[src/rtl/bcd_serial_addsub.sv]
// ============================================================================
// Module   : bcd_serial_addsub
// Brief    : Digit-serial packed-BCD adder/subtractor, LSD first, with
//            start/busy/done handshake, registered result and digit check.
// Revision : 1.0 - initial release
// ============================================================================
`default_nettype none

module bcd_serial_addsub #(
  parameter int DIGITS = 4
) (
  input  logic                  clk,
  input  logic                  nrst,
  input  logic                  start,
  input  logic                  sub,
  input  logic [4*DIGITS-1:0]   a,
  input  logic [4*DIGITS-1:0]   b,
  output logic                  busy,
  output logic                  done,
  output logic [4*DIGITS-1:0]   o,
  output logic                  cout,
  output logic                  err
);

  localparam int W    = 4 * DIGITS;
  localparam int IDXW = (DIGITS > 1) ? $clog2(DIGITS) : 1;

  localparam logic [0:0]      S_IDLE   = 1'b0;
  localparam logic [0:0]      S_RUN    = 1'b1;
  localparam logic [IDXW-1:0] LAST_IDX = IDXW'(DIGITS - 1);

  logic [0:0]      state_q, state_d;
  logic [IDXW-1:0] idx_q, idx_d;
  logic            carry_q, carry_d;
  logic            sub_q, sub_d;
  logic            bad_q, bad_d;
  logic            done_q, done_d;
  logic            cout_q, cout_d;
  logic            err_q, err_d;
  logic [W-1:0]    a_q, a_d;
  logic [W-1:0]    b_q, b_d;
  logic [W-1:0]    acc_q, acc_d;
  logic [W-1:0]    o_q, o_d;

  logic       accept;
  logic       running;
  logic       last;
  logic       in_bad;
  logic [3:0] a_dig;
  logic [3:0] b_dig;
  logic [3:0] bc;
  logic [4:0] z;
  logic       k;
  logic [3:0] sum_dig;

  assign accept  = (state_q == S_IDLE) && start;
  assign running = (state_q == S_RUN);
  assign last    = (idx_q == LAST_IDX);

  // Validity of the operands as presented at capture time.
  always_comb begin
    in_bad = 1'b0;
    for (int i = 0; i < DIGITS; i++) begin
      if ((a[4*i +: 4] > 4'd9) || (b[4*i +: 4] > 4'd9)) begin
        in_bad = 1'b1;
      end
    end
  end

  always_comb begin
    a_dig = 4'd0;
    b_dig = 4'd0;
    for (int i = 0; i < DIGITS; i++) begin
      if (idx_q == IDXW'(i)) begin
        a_dig = a_q[4*i +: 4];
        b_dig = b_q[4*i +: 4];
      end
    end
  end

  // Nine's complement of b for subtraction; carry-in of 1 completes ten's complement.
  always_comb begin
    bc      = sub_q ? (4'd9 - b_dig) : b_dig;
    z       = {1'b0, a_dig} + {1'b0, bc} + {4'd0, carry_q};
    k       = z[4] | (z[3] & z[2]) | (z[3] & z[1]);
    sum_dig = z[3:0] + (k ? 4'd6 : 4'd0);
  end

  // State register
  always_ff @(posedge clk or negedge nrst) begin
    if (!nrst) begin
      state_q <= S_IDLE;
    end else begin
      state_q <= state_d;
    end
  end

  // Next-state logic
  always_comb begin
    state_d = state_q;
    case (state_q)
      S_IDLE:  if (start) state_d = S_RUN;
      S_RUN:   if (last)  state_d = S_IDLE;
      default: state_d = S_IDLE;
    endcase
  end

  // Output logic
  always_comb begin
    busy = (state_q == S_RUN);
    done = done_q;
    o    = o_q;
    cout = cout_q;
    err  = err_q;
  end

  always_comb begin
    idx_d   = idx_q;
    carry_d = carry_q;
    sub_d   = sub_q;
    bad_d   = bad_q;
    a_d     = a_q;
    b_d     = b_q;
    acc_d   = acc_q;
    o_d     = o_q;
    cout_d  = cout_q;
    err_d   = err_q;
    done_d  = 1'b0;

    if (accept) begin
      a_d     = a;
      b_d     = b;
      sub_d   = sub;
      carry_d = sub;
      idx_d   = '0;
      acc_d   = '0;
      bad_d   = in_bad;
    end else if (running) begin
      carry_d = k;
      idx_d   = last ? '0 : idx_q + 1'b1;
      for (int i = 0; i < DIGITS; i++) begin
        if (idx_q == IDXW'(i)) begin
          acc_d[4*i +: 4] = sum_dig;
        end
      end
      // Results are published only here so o/cout/err never show partial sums.
      if (last) begin
        o_d    = acc_d;
        cout_d = k;
        err_d  = bad_q;
        done_d = 1'b1;
      end
    end
  end

  always_ff @(posedge clk or negedge nrst) begin
    if (!nrst) begin
      idx_q   <= '0;
      carry_q <= 1'b0;
      sub_q   <= 1'b0;
      bad_q   <= 1'b0;
      a_q     <= '0;
      b_q     <= '0;
      acc_q   <= '0;
      o_q     <= '0;
      cout_q  <= 1'b0;
      err_q   <= 1'b0;
      done_q  <= 1'b0;
    end else begin
      idx_q   <= idx_d;
      carry_q <= carry_d;
      sub_q   <= sub_d;
      bad_q   <= bad_d;
      a_q     <= a_d;
      b_q     <= b_d;
      acc_q   <= acc_d;
      o_q     <= o_d;
      cout_q  <= cout_d;
      err_q   <= err_d;
      done_q  <= done_d;
    end
  end

endmodule

`default_nettype wire

[config.mk]
export PLATFORM = sky130hd
export DESIGN_NAME = bcd_serial_addsub
export DESIGN_NICKNAME = d
export VERILOG_FILES = /design/src/rtl/bcd_serial_addsub.sv
export SDC_FILE = /design/constraint.sdc
export NUM_CORES = 1
export LEC_CHECK = 0
export CORE_MARGIN = 1
export CORE_UTILIZATION = 53
export DETAILED_ROUTE_END_ITERATION = 7
export HOLD_SLACK_MARGIN = 0.08
export PLACE_DENSITY = 0.8
export RECOVER_POWER = 25
export SETUP_SLACK_MARGIN = 0.02
export SLEW_MARGIN = 0
export SYNTH_ARGS = -nofsm -noshare
export SYNTH_HDL_FRONTEND = slang
export SYNTH_SLANG_ARGS = --single-unit
[constraint.sdc]
create_clock -name clk -period 5.7 [get_ports clk]
set_input_delay 1.14 -clock clk [delete_from_list [all_inputs] [get_ports clk]]
set_output_delay 1.14 -clock clk [all_outputs]
set_load 0.05 [all_outputs]
==> flow_summary.ini <==
; generated from flow reports
[status]
outcome = finished with violations
violations = max-capacitance violations, max-slew violations

[layout]
clkCellAreaFrac_pct = 5.44
register_area_um2 = 1730
mi_logic_area_um2 = 1490
fin_util_pct = 68.7
seqAreaFraction_pct = 41.7
comb_share_pct = 36.1
syn2layout_area_growth_pct = 23.4
area_dominant_class = flip-flops and latches
drive_gt1_share_pct = 14.1
num-fill-cells = 482
signal_buffers = 56

[floorplan]
die_height_um = 81.5
rows = 28
fp.coreArea_um2 = 6030
io_pins = 56
die_area_um2 = 6650
die_w_um = 81.5

[logic_synthesis]
synthesis.nets = 361
avgSynthCellArea_um2 = 10.7
synth_area_um2 = 3350
mux_area_share_pct = 13.2
synthSimpleGateAreaFrac_pct = 11.3
top_cell = dfrtp_1
yosysTopAreaCell = dfrtp_1
synth.area.top_cells = dfrtp_1 (52%), mux2_2 (11%), o21ai_0 (5.2%)
ys_warn_count = 0
yosysChipArea_um2 = 3350

[grt]
grt_max_degree = 70
grt_util_all_layers_pct = 24.5
grt-busiest-layer = met2
antenna_found_initial = 0
grt_overflow = 0

[cts]
cts-resized-gates = 0
root_buffer = clkbuf_8
cts_tree = built
cts.htree.levels = 3
holdBufCountCts = 0
cts_inserted_buffers = 9

[routing]
vias_per_cell = 5.63
top_layer_used = met4
ant_nets = 0
wl_per_cell_um = 15.9
dr.pass1.iters = 4

[worst_setup_path]
crit_start = idx_q[1]
path_cells = inv_1 -> ha_1 -> nor2b_1 -> a221oi_1 -> nor3_1 -> a21oi_1 -> ha_1 -> inv_1 -> a2bb2oi_1 -> ha_1 -> a21oi_1 -> nand3b_1 -> a311oi_4 -> inv_1 -> ha_1 -> inv_1 -> fa_1 -> xnor2_1 -> and3_1 -> o21ai_0 -> o22ai_1
cp-start-kind = flip-flop
worstReg2RegEnd = acc_q[7]
critical_path.max_stage_delay_ps = 690
path_depth = 21
cp_max_fo = 22
worst_path_max_delay_cell = ha_1

[place]
port_buffers = 55
pre_cts_ws_ps = 863
post_dp_cell_area_um2 = 3920
dpl.cell_count = 427

[min_path]
hold_depth = 2
worst_hold_path.endpoint = o[9]

[job]
maxCapViolCount = 1

[sta]
finalWorstSetupSlack_ps = 799
max_slew.worst_pin.slew_ps = 3540
period_needed_ps = 4900
drv_slew = 70
Fig. 1: clock wiring as the flow saved it
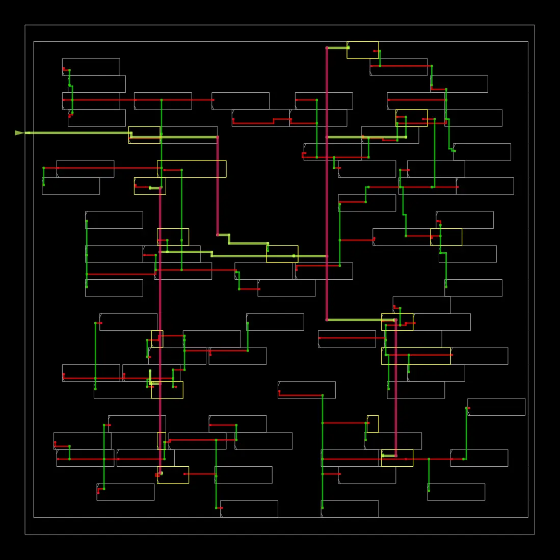
Clock Skew: 14.3 ps
Late-Pin Clk Latency: 350 ps
Seq cells: 69

Fig. 2: clock wires, drivers and flops
Bar = 20 um.
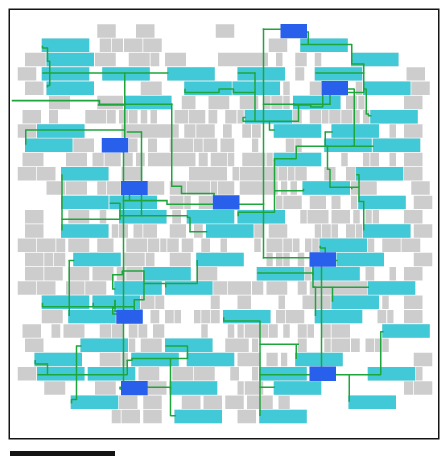
flip-flops: marked cyan, count 69. clock drivers: marked blue, count 9. clock wires: marked green, length 837 um.
There are 10 routed clock nets.

